$ cat config.mk
export PLATFORM = sky130hd
export DESIGN_NAME = pulse_frontend
export DESIGN_NICKNAME = d
export VERILOG_FILES = /design/src/rtl/pulse_frontend_pkg.sv /design/src/rtl/pulse_channel.sv /design/src/rtl/pulse_frontend.sv
export SDC_FILE = /design/constraint.sdc
export NUM_CORES = 1
export LEC_CHECK = 0
export CORE_MARGIN = 2
export CORE_UTILIZATION = 30
export CTS_CLUSTER_SIZE = 14
export DETAILED_ROUTE_END_ITERATION = 10
export GPL_TIMING_DRIVEN = 0
export PLACE_DENSITY = 0.43
export SLEW_MARGIN = 20
export SYNTH_ARGS = -nofsm -noshare
export SYNTH_HDL_FRONTEND = slang
export SYNTH_HIERARCHICAL = 1
export SYNTH_SLANG_ARGS = --single-unit
$ cat constraint.sdc
create_clock -name clk -period 4.45 [get_ports clk]
set_clock_uncertainty 0.2 [all_clocks]
set_input_delay 0.89 -clock clk [delete_from_list [all_inputs] [get_ports clk]]
set_output_delay 0.89 -clock clk [all_outputs]
set_load 0.02 [all_outputs]
$ cat src/rtl/pulse_frontend_pkg.sv
`default_nettype none
// ============================================================================
// Module      : pulse_frontend_pkg
// Description : Shared edge-mode encoding for the pulse conditioning front end.
// Revision    : 1.0 - initial release
// ============================================================================
package pulse_frontend_pkg;

    typedef logic [1:0] edge_mode_t;

    localparam edge_mode_t EDGE_OFF  = 2'b00;
    localparam edge_mode_t EDGE_RISE = 2'b01;
    localparam edge_mode_t EDGE_FALL = 2'b10;
    localparam edge_mode_t EDGE_BOTH = 2'b11;

endpackage
`default_nettype wire

$ cat src/rtl/pulse_channel.sv
`default_nettype none
// ============================================================================
// Module      : pulse_channel
// Description : One detector channel: sync, polarity, edge select, dead-time
//               hold-off and saturating event counter with sticky overflow.
// Revision    : 1.0 - initial release
// ============================================================================
module pulse_channel
    import pulse_frontend_pkg::*;
#(
    parameter int SYNC_STAGES    = 2,
    parameter int DEADTIME_WIDTH = 8,
    parameter int COUNT_WIDTH    = 16
) (
    input  logic                      clk,
    input  logic                      rst,
    input  logic                      primed,
    input  logic                      pulse_in,
    input  logic                      invert,
    input  logic [1:0]                edge_mode,
    input  logic [DEADTIME_WIDTH-1:0] deadtime,
    input  logic                      count_clear,
    output logic                      pulse_out,
    output logic [COUNT_WIDTH-1:0]    count,
    output logic                      count_ovf
);

    localparam logic [DEADTIME_WIDTH-1:0] c_dead_one  = {{(DEADTIME_WIDTH-1){1'b0}}, 1'b1};
    localparam logic [COUNT_WIDTH-1:0]    c_count_one = {{(COUNT_WIDTH-1){1'b0}}, 1'b1};

    logic [SYNC_STAGES-1:0]    r_sync;
    logic                      r_hist;
    logic [DEADTIME_WIDTH-1:0] r_dead;
    logic [COUNT_WIDTH-1:0]    r_count;
    logic                      r_ovf;
    logic                      r_pulse;

    logic w_a;
    logic w_b;
    logic w_rise;
    logic w_fall;
    logic w_hit;
    logic w_emit;

    // Both samples use the present invert value, so flipping polarity alone
    // can never look like an edge.
    assign w_a    = r_sync[SYNC_STAGES-1] ^ invert;
    assign w_b    = r_hist ^ invert;
    assign w_rise = w_a & ~w_b;
    assign w_fall = ~w_a & w_b;

    always_comb begin
        w_hit = 1'b0;
        case (edge_mode)
            EDGE_RISE: w_hit = w_rise;
            EDGE_FALL: w_hit = w_fall;
            EDGE_BOTH: w_hit = w_rise | w_fall;
            default:   w_hit = 1'b0;
        endcase
    end

    assign w_emit = w_hit & primed & (r_dead == '0);

    always_ff @(posedge clk) begin
        if (rst) begin
            r_sync  <= '0;
            r_hist  <= 1'b0;
            r_dead  <= '0;
            r_count <= '0;
            r_ovf   <= 1'b0;
            r_pulse <= 1'b0;
        end else begin
            r_sync  <= {r_sync[SYNC_STAGES-2:0], pulse_in};
            r_hist  <= r_sync[SYNC_STAGES-1];
            r_pulse <= w_emit;

            if (w_emit) begin
                r_dead <= deadtime;
            end else if (r_dead != '0) begin
                r_dead <= r_dead - c_dead_one;
            end

            // Clear outranks a coincident event; the strobe itself still fires.
            if (count_clear) begin
                r_count <= '0;
                r_ovf   <= 1'b0;
            end else if (w_emit) begin
                if (&r_count) begin
                    r_ovf <= 1'b1;
                end else begin
                    r_count <= r_count + c_count_one;
                end
            end
        end
    end

    assign pulse_out = r_pulse;
    assign count     = r_count;
    assign count_ovf = r_ovf;

endmodule
`default_nettype wire

$ cat src/rtl/pulse_frontend.sv
`default_nettype none
// ============================================================================
// Module      : pulse_frontend
// Description : Multi-channel pulse conditioning stage ahead of the correlator;
//               start-up priming mask and registered counter read-back.
// Revision    : 1.0 - initial release
// ============================================================================
module pulse_frontend
    import pulse_frontend_pkg::*;
#(
    parameter int NUM_INPUTS     = 12,
    parameter int SYNC_STAGES    = 2,
    parameter int DEADTIME_WIDTH = 8,
    parameter int COUNT_WIDTH    = 16,
    parameter int SEL_WIDTH      = $clog2(NUM_INPUTS)
) (
    input  logic                      clk,
    input  logic                      rst,
    input  logic [NUM_INPUTS-1:0]     pulse_in,
    input  logic [NUM_INPUTS-1:0]     invert,
    input  logic [2*NUM_INPUTS-1:0]   edge_mode,
    input  logic [DEADTIME_WIDTH-1:0] deadtime,
    input  logic                      count_clear,
    input  logic [SEL_WIDTH-1:0]      count_sel,
    output logic [NUM_INPUTS-1:0]     pulse_out,
    output logic [COUNT_WIDTH-1:0]    count_out,
    output logic [NUM_INPUTS-1:0]     count_ovf
);

    localparam int                   c_prime_w    = $clog2(SYNC_STAGES + 2);
    localparam logic [c_prime_w-1:0] c_prime_done = c_prime_w'(SYNC_STAGES + 1);
    localparam logic [c_prime_w-1:0] c_prime_one  = {{(c_prime_w-1){1'b0}}, 1'b1};
    localparam int                   c_sel_slots  = 2 ** SEL_WIDTH;

    logic [c_prime_w-1:0]   r_prime_cnt;
    logic                   w_primed;
    logic [COUNT_WIDTH-1:0] w_count [c_sel_slots];

    // Hold edge detection off until the sync chain and history flop carry
    // post-reset samples, so a level already active at release is ignored.
    assign w_primed = (r_prime_cnt == c_prime_done);

    always_ff @(posedge clk) begin
        if (rst) begin
            r_prime_cnt <= '0;
        end else if (!w_primed) begin
            r_prime_cnt <= r_prime_cnt + c_prime_one;
        end
    end

    generate
        for (genvar gi = 0; gi < NUM_INPUTS; gi++) begin : g_chan
            pulse_channel #(
                .SYNC_STAGES    (SYNC_STAGES),
                .DEADTIME_WIDTH (DEADTIME_WIDTH),
                .COUNT_WIDTH    (COUNT_WIDTH)
            ) u_chan (
                .clk         (clk),
                .rst         (rst),
                .primed      (w_primed),
                .pulse_in    (pulse_in[gi]),
                .invert      (invert[gi]),
                .edge_mode   (edge_mode[2*gi +: 2]),
                .deadtime    (deadtime),
                .count_clear (count_clear),
                .pulse_out   (pulse_out[gi]),
                .count       (w_count[gi]),
                .count_ovf   (count_ovf[gi])
            );
        end

        // Unpopulated select codes read as zero.
        for (genvar gp = NUM_INPUTS; gp < c_sel_slots; gp++) begin : g_pad
            assign w_count[gp] = '0;
        end
    endgenerate

    always_ff @(posedge clk) begin
        if (rst) begin
            count_out <= '0;
        end else begin
            count_out <= w_count[count_sel];
        end
    end

endmodule
`default_nettype wire
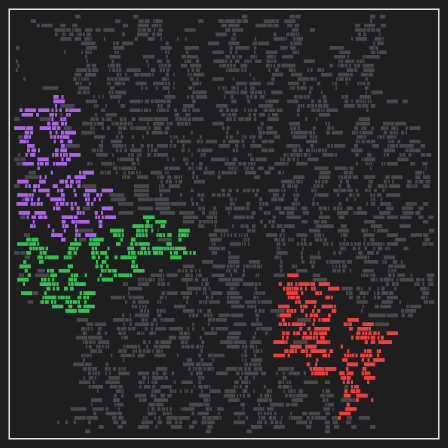
(images/blocks.png)
- `g_chan[9].u_chan`: red (cells 175; where bottom right)
- `g_chan[5].u_chan`: purple (cells 177; where left middle)
- `g_chan[4].u_chan`: green (cells 182; where left middle)
- not coloured: 1956
Final Util: 35.8%
Non-Filler Instances: 3354
Die ar.: 68200 µm²

==> reports/results.ini <==
[clock_tree]
cts_buffers=46

[global_route]
grt_pass1_wl_um=99400

[yosys]
edf_count=0
yosysUniqueCellTypes=70
synthTopLogicFamily=simple AND/OR/NAND/NOR gates
aoi_share_pct=16.7
netlist_top_cells_count=dfxtp_1 (366), nand2_1 (199), nor2_1 (187)
synthCells=2302
xor_share_pct=4.24
synth_seq_share_pct=37.0

[floorplan]
row_count=94
core_um2=65600

[run]
maxCapViolCount=0

[critical_path]
worstPathArrival_ns=3.86
path_depth=10
crit_fanout=10

[layout]
final_area_um2=23500
largest_class=combinational gates
comb_area_share_pct=49.8
drive_above_1_share_pct=10.6

[routing]
drt_wl_total_um=64100
vias=18164
drc=0

[pwr]
pwr-share-clk_pct=34.0
finalPower_mw=11.2

[outcome]
outcome=finished clean

[sta]
fin_ws_ns=0.895

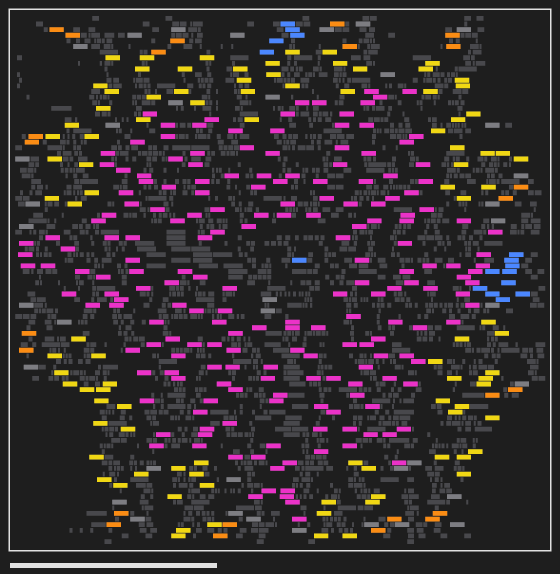
(images/ff_map.png)
The bar under the picture is 100 µm long.
- `count_out`: blue (flops 16)
- `g_chan.u_chan/r_sync`: orange (flops 24; where all over the die)
- `g_chan.u_chan/r_dead`: yellow (flops 96; where all over the die)
- `g_chan.u_chan/count`: magenta (flops 192)
- not coloured: 38

[routing by layer]
metal  vias to the layer above  global-route usage (%)  part of all wire [%]
met1                      8740                    25.9                    48
met4                         4                    5.60                   2.8
met3                        94                    2.71                   4.4
li1                       8935                       -                     -
met2                       391                    29.8                    45
met5                         -                       0                 0.034
[worst register-to-register path, delay by kind of cell (launching register included)]
family / cells / cell delay (ns)
flops: 1 / 0.35
buf+inv: 3 / 0.52
compound gates: 2 / 0.52
simple gates: 2 / 1.03
fa+ha+maj: 1 / 0.41
[power groups by stage]
stage          clock, mW  combinational [mW]  sequential, mW
3_5_place_dp           0                3.24            4.23
4_1_cts             3.95                3.26            4.16
3_3_place_gp           0                3.18            4.21
5_1_grt             4.09                3.67            4.24
6_report            3.82                3.24            4.17
2_1_floorplan          0                2.51            4.13
Power and IR drop assume default switching activity.
